**src/rtl/ref_clk_gen_pkg.sv**
```systemverilog
// Shared types and constants for the numerically-controlled reference clock.
// Holds the controller state encoding and the dither LFSR polynomial and seed.
package ref_clk_gen_pkg;

    typedef enum logic [1:0] {
        IDLE = 2'd0,
        RUN  = 2'd1,
        PEND = 2'd2,
        STOP = 2'd3
    } rcg_state_e;

    // Right-shift Galois mask for x^16+x^14+x^13+x^11+1
    localparam logic [15:0] LFSR_POLY = 16'hB400;
    localparam logic [15:0] LFSR_SEED = 16'hACE1;

endpackage

```
**src/rtl/ref_clk_gen_lfsr16.sv**
```systemverilog
// lfsr16: 16-bit Galois LFSR used as accumulator dither; built only with REF_CLK_GEN_DITHER_EN.
// Latency: new value every clkin cycle. Backpressure: none, free running from the seed.
`ifdef REF_CLK_GEN_DITHER_EN
module lfsr16
    import ref_clk_gen_pkg::*;
(
    input  logic        clkin,
    input  logic        rst,
    output logic [15:0] q
);

    always_ff @(posedge clkin) begin
        if (rst) begin
            q <= LFSR_SEED;
        end else begin
            q <= {1'b0, q[15:1]} ^ (q[0] ? LFSR_POLY : 16'h0000);
        end
    end

endmodule
`endif

```
**src/rtl/ref_clk_gen.sv**
```systemverilog
// ref_clk_gen: phase-accumulator reference clock, clkout = acc MSB; REF_CLK_GEN_DITHER_EN adds LFSR dither.
// Latency: running 1 cycle after en; first clkout high ceil(2^(ACC_W-1)/FCW)+1 cycles after en.
// Backpressure: cfg_ready low while an FCW update or a stop is waiting for accumulator wrap.
module ref_clk_gen
    import ref_clk_gen_pkg::*;
#(
    parameter int               ACC_W       = 32,
    parameter logic [ACC_W-1:0] DEFAULT_FCW = {{(ACC_W-1){1'b0}}, 1'b1} << (ACC_W-3),
    parameter int               CNT_W       = 16
) (
    input  logic             clkin,
    input  logic             rst,
    input  logic             en,
    input  logic             cfg_valid,
    input  logic [ACC_W-1:0] cfg_word,
    output logic             cfg_ready,
    output logic             clkout,
    output logic             running,
    output logic [CNT_W-1:0] rise_cnt
);

    localparam logic [ACC_W-1:0] FCW_MAX = {1'b1, {(ACC_W-1){1'b0}}};

    rcg_state_e       state, state_nxt;
    logic [ACC_W-1:0] acc, acc_nxt;
    logic [ACC_W-1:0] fcw, fcw_nxt;
    logic [ACC_W-1:0] pend_fcw, pend_fcw_nxt;
    logic             pend_vld, pend_vld_nxt;
    logic             clkout_q;
    logic [CNT_W-1:0] rise_cnt_r;
    logic [ACC_W:0]   sum;
    logic             wrap;
    logic             accept;
    logic [ACC_W-1:0] word_sat;

`ifdef REF_CLK_GEN_DITHER_EN
    logic [15:0] lfsr_q;

    lfsr16 u_lfsr (
        .clkin (clkin),
        .rst   (rst),
        .q     (lfsr_q)
    );

    assign sum = {1'b0, acc} + {1'b0, fcw} + {{(ACC_W-3){1'b0}}, lfsr_q[3:0]};
`else
    assign sum = {1'b0, acc} + {1'b0, fcw};
`endif

    assign wrap      = sum[ACC_W];
    assign cfg_ready = (state == IDLE) || (state == RUN);
    assign accept    = cfg_valid && cfg_ready;
    assign word_sat  = (cfg_word > FCW_MAX) ? FCW_MAX : cfg_word;

    always_comb begin
        state_nxt    = state;
        acc_nxt      = acc;
        fcw_nxt      = fcw;
        pend_fcw_nxt = pend_fcw;
        pend_vld_nxt = pend_vld;

        case (state)
            IDLE: begin
                acc_nxt = '0;
                if (accept) fcw_nxt = word_sat;
                if (en) state_nxt = RUN;
            end
            RUN: begin
                acc_nxt = sum[ACC_W-1:0];
                if (accept) begin
                    pend_fcw_nxt = word_sat;
                    pend_vld_nxt = 1'b1;
                    state_nxt    = PEND;
                end
                if (!en) state_nxt = STOP;
            end
            PEND: begin
                acc_nxt = sum[ACC_W-1:0];
                if (!en) begin
                    state_nxt = STOP;
                end else if (wrap) begin
                    fcw_nxt      = pend_fcw;
                    pend_vld_nxt = 1'b0;
                    state_nxt    = RUN;
                end
            end
            STOP: begin
                acc_nxt = sum[ACC_W-1:0];
                if (wrap) begin
                    acc_nxt      = '0;
                    if (pend_vld) fcw_nxt = pend_fcw;
                    pend_vld_nxt = 1'b0;
                    state_nxt    = IDLE;
                end
            end
            default: state_nxt = IDLE;
        endcase

        // A zero FCW never wraps, so a stop request would otherwise hang.
        if ((state != IDLE) && !en && (fcw == '0)) begin
            acc_nxt      = '0;
            pend_vld_nxt = 1'b0;
            state_nxt    = IDLE;
            if (accept) begin
                fcw_nxt = word_sat;
            end else if (pend_vld) begin
                fcw_nxt = pend_fcw;
            end
        end
    end

    always_ff @(posedge clkin) begin
        if (rst) begin
            state      <= IDLE;
            acc        <= '0;
            fcw        <= DEFAULT_FCW;
            pend_fcw   <= '0;
            pend_vld   <= 1'b0;
            clkout_q   <= 1'b0;
            rise_cnt_r <= '0;
        end else begin
            state      <= state_nxt;
            acc        <= acc_nxt;
            fcw        <= fcw_nxt;
            pend_fcw   <= pend_fcw_nxt;
            pend_vld   <= pend_vld_nxt;
            clkout_q   <= acc[ACC_W-1];
            rise_cnt_r <= rise_cnt_r + {{(CNT_W-1){1'b0}}, (acc[ACC_W-1] & ~clkout_q)};
        end
    end

    assign clkout   = acc[ACC_W-1];
    assign running  = (state != IDLE);
    assign rise_cnt = rise_cnt_r;

endmodule

```
**config.mk**
```make
export PLATFORM = sky130hd
export DESIGN_NAME = ref_clk_gen
export DESIGN_NICKNAME = d
export VERILOG_FILES = /design/src/rtl/ref_clk_gen_pkg.sv /design/src/rtl/ref_clk_gen_lfsr16.sv /design/src/rtl/ref_clk_gen.sv
export SDC_FILE = /design/constraint.sdc
export NUM_CORES = 1
export LEC_CHECK = 0
export CAP_MARGIN = 20
export CORE_MARGIN = 3
export CORE_UTILIZATION = 47
export CTS_BUF_LIST = sky130_fd_sc_hd__clkbuf_8
export CTS_CLUSTER_SIZE = 24
export DETAILED_ROUTE_END_ITERATION = 8
export PLACE_DENSITY = 0.69
export SYNTH_ARGS = -nofsm -noshare
export SYNTH_HDL_FRONTEND = slang
export SYNTH_SLANG_ARGS = --single-unit
```
**constraint.sdc**
```tcl
create_clock -name clkin -period 2.9 [get_ports clkin]
set_input_delay 0.58 -clock clkin [delete_from_list [all_inputs] [get_ports clkin]]
set_output_delay 0.58 -clock clkin [all_outputs]
set_load 0.05 [all_outputs]
```
**Run 1: met3 routing**

Bar = 50 um.
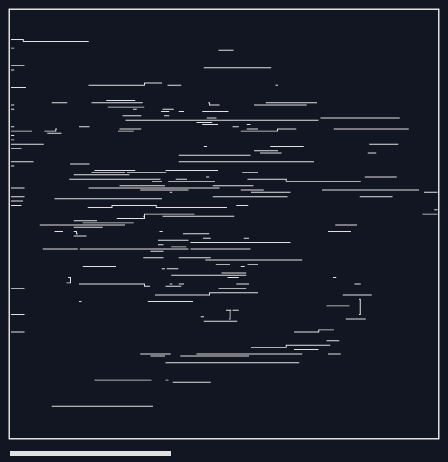
The longest straight run is 59.8 um. The wires run mostly horizontal.
wirelength, routed: 23500 um
Vias: 7793
met3 Usage GRT: 0.0465

**Run 1: cell outlines without signal wires**

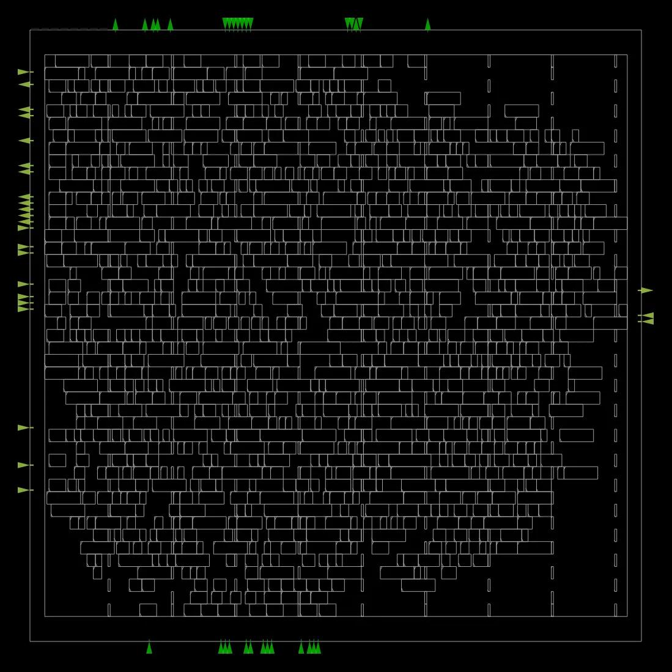
Final Core Density: 0.623
Tap Cells: 211

**Run 1: cells colored by class**

Fill, decap, tap and diode cells in gray.
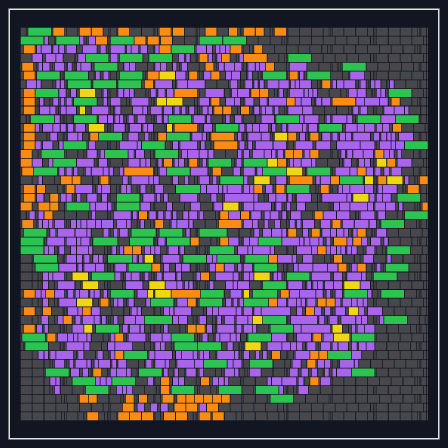
clock drivers and dummy loads: marked yellow, cells 32. flops: marked green, cells 116. other buffers and delay cells: marked orange, cells 169. combinational and other logic: marked purple, cells 773.
Design Area, Final: 0.00967 sq mm
core area: 0.0155 sq mm
row cnt: 45
sequential cell area share: 0.242

==> results.json, run 1 <==
{
  "vias_per_cell": 5.99,
  "synthMostInstantiatedCell": "dfxtp_1",
  "hold_ws_ns": 0.497,
  "ys_types": 64,
  "maxPowerGroup": "combinational logic",
  "drt_iter0_markers": 807,
  "slew_headroom": 0.599,
  "grt_overflow_total": 0,
  "grt_pass1_vias": 7151,
  "cts-resized-gates": 3,
  "holdBufCountCts": 0,
  "chip_area_sq_mm": 0.0178,
  "finalSetupViolCount": 0,
  "ys_seq_share": 0.305,
  "grt_pass1_wl_um": 37200,
  "ir_drop_uv": 335,
  "clock_area_frac": 0.0366,
  "syn2layout_area_growth_pct": 27.1,
  "synthArstFlopShare": 0,
  "nNonClkInverters": 48,
  "nets": 1152,
  "yosysTopAreaCellShare": 0.305,
  "hold_depth": 2,
  "setup_tns_ns": 0,
  "antenna_found_initial": 0,
  "crit_end": "fcw[7]$_SDFF_PP0_",
  "dominantRegCellSynth": "dfxtp_1",
  "dominant-cell-class": "logic gates",
  "cp_max_fo": 7,
  "pwr-share-comb": 0.413,
  "port_buffers": 54,
  "hpwl_um": 15200,
  "lay_top_count": "dfxtp_1",
  "critPathRequiredTime_ns": 3.26,
  "insertion_delay_ns": 0.46,
  "grt_max_degree": 50,
  "comb_area_sq_mm": 0.00500,
  "cts_buffers": 17,
  "fp_util": 0.490,
  "drc": 0,
  "htree_levels": 4,
  "internal-power_mw": 3.39,
  "pg_clk_mw": 1.38,
  "cts_tree": "built",
  "path_depth": 13,
  "dpl.cell_count": 1259,
  "path_delay_family": "AND-OR/OR-AND gates",
  "cts_setup_buffers": 2,
  "path_buffers": 2,
  "yosysWarnings": 0,
  "cts_buffer_depth": 2,
  "edf_count": 0,
  "top_layer_used": "met4",
  "post-route-period-util": 0.969,
  "cap_violations": 0,
  "busiest_layer": "met2",
  "hp-class": "flip-flop to flip-flop",
  "comb_power_mw": 2.38,
  "path_class": "flip-flop to flip-flop",
  "die_h_um": 133,
  "critPathArrivalTime_ns": 3.17,
  "drt-met1-wl_um": 11000,
  "path_cells": "ha_4 > inv_1 > fa_2 > nand2b_4 > a21oi_4 > o211ai_1 > o21ai_2 > o211ai_4 > and2_4 > nor2_4 > buf_12 > a221oi_2 > o211ai_1",
  "cp-end-kind": "flip-flop",
  "ys_seq_elements": 116,
  "rrSetupSlack_ns": 0.09,
  "wl_met3_um": 1640,
  "sh_comb_area": 0.517,
  "final.setup_skew_ns": 0.0137,
  "syn_area_per_cell_sq_um": 7.96,
  "use_met2": 0.389,
  "p_per_area_mw_per_mm2": 596,
  "p_seq_frac": 0.347,
  "reg2regPathDepth": 13,
  "postRouteAntennaNets": 0,
  "grt_use_total": 0.255,
  "design_power_total_mw": 5.77,
  "cts-root-buf": "clkbuf_8",
  "cp-startpoint": "fcw[0]$_SDFF_PP0_",
  "fp.dieW_um": 133,
  "layout.nonclk_buf_frac": 0.158,
  "reg_top3": "acc x32, fcw x32, pend_fcw x32",
  "regArea_sq_mm": 0.00234,
  "synth.cellmix.simpleShare": 0.190,
  "nFillCells": 1387,
  "ys_area_sq_mm": 0.00761,
  "maxSlewViolCount": 0,
  "cp-start-kind": "flip-flop",
  "status": "completed",
  "synthesis.area_sq_mm": 0.00761
}
==> run 2: changes to the inputs <==
CORE_UTILIZATION = 35   (was 47)
PLACE_DENSITY = unset   (was 0.69)
**Run 2: M2 wires**

Cells faint in the background.
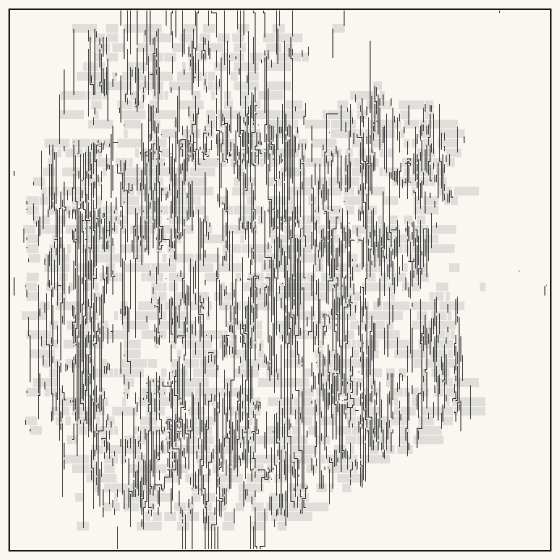
The layer carries 11000 um of wire. The longest straight run is 61.4 um. The layer holds 44% of the routed length. The wires run mostly vertical. 939 nets have wire on it.
met2 Track Usage GR: 0.320
wirelength, routed: 24900 um
Vias: 7890

**Run 2: nets reached from selected ports**

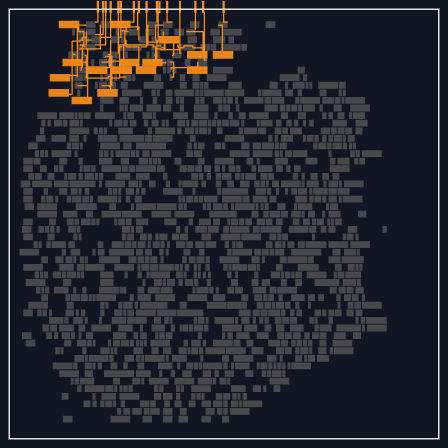
rise_cnt: marked orange, direction output, edge north, end cells 16, buffers 16, wire 577 um.
Boundary Pins: 55
PortBufs: 54

==> run 2 against run 1 <==
Net effect:
- the flow now finishes with violations (negative setup slack)
- sequential share of layout area is 0.94 points lower
- via count is 1.2% higher
- register-to-register slack worse by 0.09 ns
- clock power is 17% higher
- fmax is 3.2% lower
- final area is 3.6% higher
- die area is 33% higher
- core utilization is 15 points lower
- wire length is 5.9% higher
==> results.json, run 2 <==
{
  "grt_pass1_vias": 7637,
  "holdBufCountCts": 0,
  "fp.dieW_um": 153,
  "reg2regPathDepth": 12,
  "seq-cell-share": 0.232,
  "path_class": "flip-flop to flip-flop",
  "synthMostInstantiatedCell": "dfxtp_1",
  "finalWorstSetupSlack_ns": -0.00304,
  "yosysTopAreaCellShare": 0.305,
  "comb_power_mw": 2.52,
  "path_buffers": 2,
  "final_area_sq_mm": 0.0100,
  "cts_tree": "built",
  "chip_area_sq_mm": 0.0236,
  "critPathArrivalTime_ns": 3.22,
  "cts_setup_buffers": 7,
  "dominant-cell-class": "logic gates",
  "syn_inst": 956,
  "nFillCells": 2097,
  "die_h_um": 153,
  "p_seq_frac": 0.321,
  "path_delay_family": "AND-OR/OR-AND gates",
  "internal-power_mw": 3.71,
  "pg_clk_mw": 1.62,
  "hp-class": "flip-flop to flip-flop",
  "slew_headroom": 0.517,
  "synthArstFlopShare": 0,
  "status": "finished with violations",
  "grt_overflow_total": 0,
  "clock_area_frac": 0.0418,
  "syn_area_per_cell_sq_um": 7.96,
  "path_cells": "ha_4 > a21o_1 > a21oi_2 > o21ai_2 > or4_4 > o211ai_4 > and2_4 > nor2_4 > buf_12 > buf_16 > a221oi_2 > o211ai_1",
  "use_met3": 0.0399,
  "layout.nonclk_buf_frac": 0.174,
  "cp-end-kind": "flip-flop",
  "cp-start-kind": "flip-flop",
  "comb_area_sq_mm": 0.00501,
  "ys_seq_share": 0.305,
  "nets": 1174,
  "synth.cellmix.simpleShare": 0.190,
  "vias_per_cell": 5.69,
  "syn2layout_area_growth_pct": 31.7,
  "cp_max_fo": 6,
  "violations": "negative setup slack",
  "sh_comb_area": 0.500,
  "dominantRegCellSynth": "dfxtp_1",
  "synthesis.area_sq_mm": 0.00761,
  "path_depth": 12,
  "regArea_sq_mm": 0.00233,
  "htree_levels": 4,
  "drc": 0,
  "cts_buffer_depth": 2,
  "reg_top3": "acc x32, fcw x32, pend_fcw x32",
  "grt_use_total": 0.208,
  "rows": 53,
  "wl_met3_um": 1610,
  "hold_ws_ns": 0.494,
  "critPathRequiredTime_ns": 3.22,
  "edf_count": 0,
  "hpwl_um": 17100,
  "taps": 275,
  "busiest_layer": "met2",
  "grt_max_degree": 48,
  "final.setup_skew_ns": 0.0155,
  "seq_cell_count": 116,
  "cts-root-buf": "clkbuf_8",
  "crit_end": "fcw[27]$_SDFF_PP0_",
  "finalSetupViolCount": 1,
  "p_per_area_mw_per_mm2": 608,
  "setup_tns_ns": -0.00304,
  "cp-startpoint": "acc[17]$_SDFF_PP0_",
  "ys_types": 64,
  "cap_violations": 0,
  "ir_drop_uv": 351,
  "fp_util": 0.359,
  "maxSlewViolCount": 0,
  "drt_iter0_markers": 621,
  "postRouteAntennaNets": 0,
  "ys_seq_elements": 116,
  "insertion_delay_ns": 0.45,
  "nNonClkInverters": 48,
  "rrSetupSlack_ns": -0.003,
  "ys_area_sq_mm": 0.00761,
  "grt_pass1_wl_um": 40300,
  "synth_nets": 1031,
  "design_power_total_mw": 6.09,
  "cts-resized-gates": 9,
  "drt-met1-wl_um": 11700,
  "yosysWarnings": 0
}
**Run 2: cell outlines without signal wires**

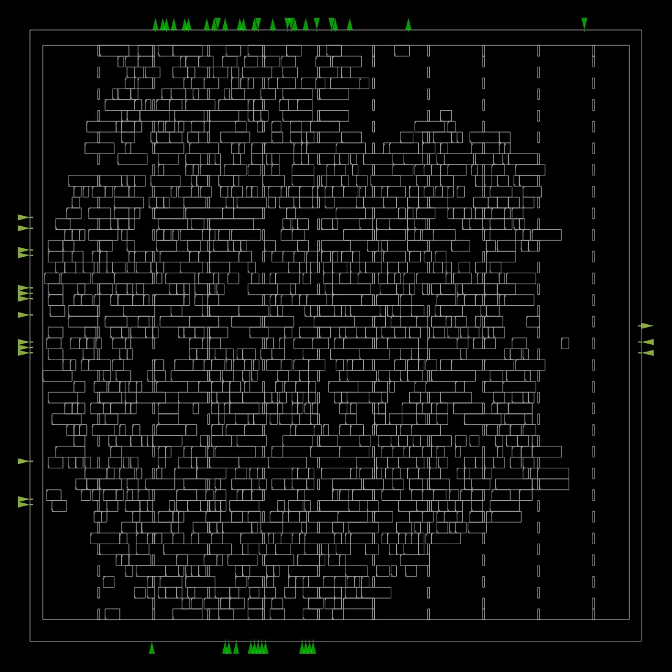
Final Non-Filler Cells: 1387
core area: 0.0212 sq mm
Final Core Density: 0.472

==> run 3: changes to the inputs <==
CAP_MARGIN = unset   (was 20)
**Run 3: M2 wires**

Cells faint in the background.
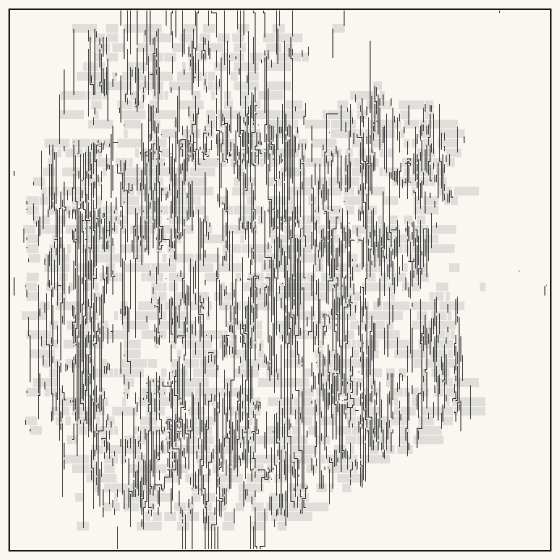
The wires run mostly vertical. The layer holds 44% of the routed length. The layer carries 11000 um of wire. 939 nets have wire on it. The longest straight run is 61.4 um.

**Run 3: nets reached from selected ports**

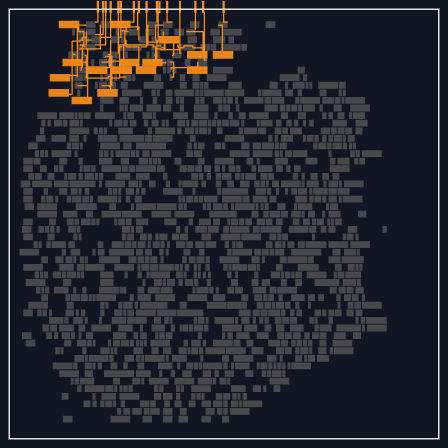
rise_cnt: marked orange, direction output, edge north, end cells 16, buffers 16, wire 577 um.

==> run 3 against run 2 <==
Net effect:
- the run still ends with negative setup slack left
- core utilization unchanged
- total power unchanged
- combinational power about the same
- via count unchanged
- first-iteration DRC count unchanged
- synthesized cell count unchanged
- setup slack unchanged
- sequential share of layout area unchanged
- register-to-register slack about the same
- final area unchanged
- highest routed layer unchanged
==> results.json, run 3 <==
{
  "status": "finished with violations",
  "violations": "negative setup slack",
  "ir_drop_uv": 351,
  "grt_use_total": 0.208,
  "cts_tree": "built",
  "yosysTopAreaCellShare": 0.305,
  "maxPowerGroup": "combinational logic",
  "pin_count": 55,
  "routed_wl_um": 24900,
  "path_class": "flip-flop to flip-flop",
  "p_seq_frac": 0.321,
  "cts-root-buf": "clkbuf_8",
  "cts-resized-gates": 9,
  "cts_setup_buffers": 7,
  "cap_violations": 0,
  "finalWorstSetupSlack_ns": -0.00304,
  "core_sq_mm": 0.0212,
  "hp-class": "flip-flop to flip-flop",
  "grt_max_degree": 48,
  "ys_seq_elements": 116,
  "path_cells": "ha_4 > a21o_1 > a21oi_2 > o21ai_2 > or4_4 > o211ai_4 > and2_4 > nor2_4 > buf_12 > buf_16 > a221oi_2 > o211ai_1",
  "regArea_sq_mm": 0.00233,
  "yosysWarnings": 0,
  "path_delay_family": "AND-OR/OR-AND gates",
  "synth.cellmix.simpleShare": 0.190,
  "port_buffers": 54,
  "taps": 275,
  "crit_end": "fcw[27]$_SDFF_PP0_",
  "top_layer_used": "met4",
  "fp_util": 0.359,
  "syn_inst": 956,
  "ys_seq_share": 0.305,
  "final_util": 0.472,
  "p_per_area_mw_per_mm2": 608,
  "cp-end-kind": "flip-flop",
  "internal-power_mw": 3.71,
  "layout.nonclk_buf_frac": 0.174,
  "synthesis.area_sq_mm": 0.00761,
  "comb_power_mw": 2.52,
  "drt_iter0_markers": 621,
  "maxSlewViolCount": 0,
  "dominant-cell-class": "logic gates",
  "sh_comb_area": 0.500,
  "vias_per_cell": 5.69,
  "grt_pass1_wl_um": 40300,
  "holdBufCountCts": 0,
  "hpwl_um": 17100,
  "path_buffers": 2,
  "insertion_delay_ns": 0.45,
  "synthMostInstantiatedCell": "dfxtp_1",
  "postRouteAntennaNets": 0,
  "slew_headroom": 0.517,
  "ys_area_sq_mm": 0.00761,
  "finalSetupViolCount": 1,
  "die_h_um": 153,
  "finalNonFillerCells": 1387,
  "syn2layout_area_growth_pct": 31.7,
  "multiInputCombCellCount": 725,
  "chip_area_sq_mm": 0.0236,
  "post-route-period-util": 1.00,
  "reg2regPathDepth": 12,
  "grt_pass1_vias": 7637,
  "rrSetupSlack_ns": -0.003,
  "edf_count": 0,
  "pg_clk_mw": 1.62,
  "cp-startpoint": "acc[17]$_SDFF_PP0_",
  "htree_levels": 4,
  "design_power_total_mw": 6.09,
  "path_depth": 12,
  "cp_max_fo": 6,
  "dpl.cell_count": 1341,
  "clock_area_frac": 0.0418,
  "lay_top_count": "buf_4",
  "nNonClkInverters": 48,
  "comb_area_sq_mm": 0.00501,
  "nFillCells": 2097,
  "syn_area_per_cell_sq_um": 7.96,
  "nets": 1174,
  "wl_met3_um": 1610,
  "cts_buffers": 17,
  "ys_types": 64,
  "setup_tns_ns": -0.00304,
  "antenna_found_initial": 0,
  "synthArstFlopShare": 0,
  "reg_top3": "acc x32, fcw x32, pend_fcw x32",
  "hold_ws_ns": 0.494,
  "seq_cell_count": 116,
  "num_vias": 7890,
  "cp-start-kind": "flip-flop",
  "busiest_layer": "met2",
  "synth_nets": 1031,
  "final.setup_skew_ns": 0.0155,
  "dominantRegCellSynth": "dfxtp_1",
  "use_met3": 0.0399,
  "cts_buffer_depth": 2
}
**Run 3: cells colored by class**

Fill, decap, tap and diode cells in gray.
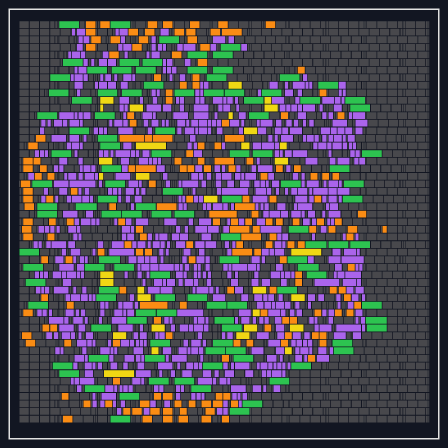
other buffers and delay cells: marked orange, cells 191. clock drivers and dummy loads: marked yellow, cells 32. flops: marked green, cells 116. combinational and other logic: marked purple, cells 773.
Design Area, Final: 0.0100 sq mm
sequential cell area share: 0.232
row cnt: 53

No activity file was given, so power comes from the tool's default toggle rates.
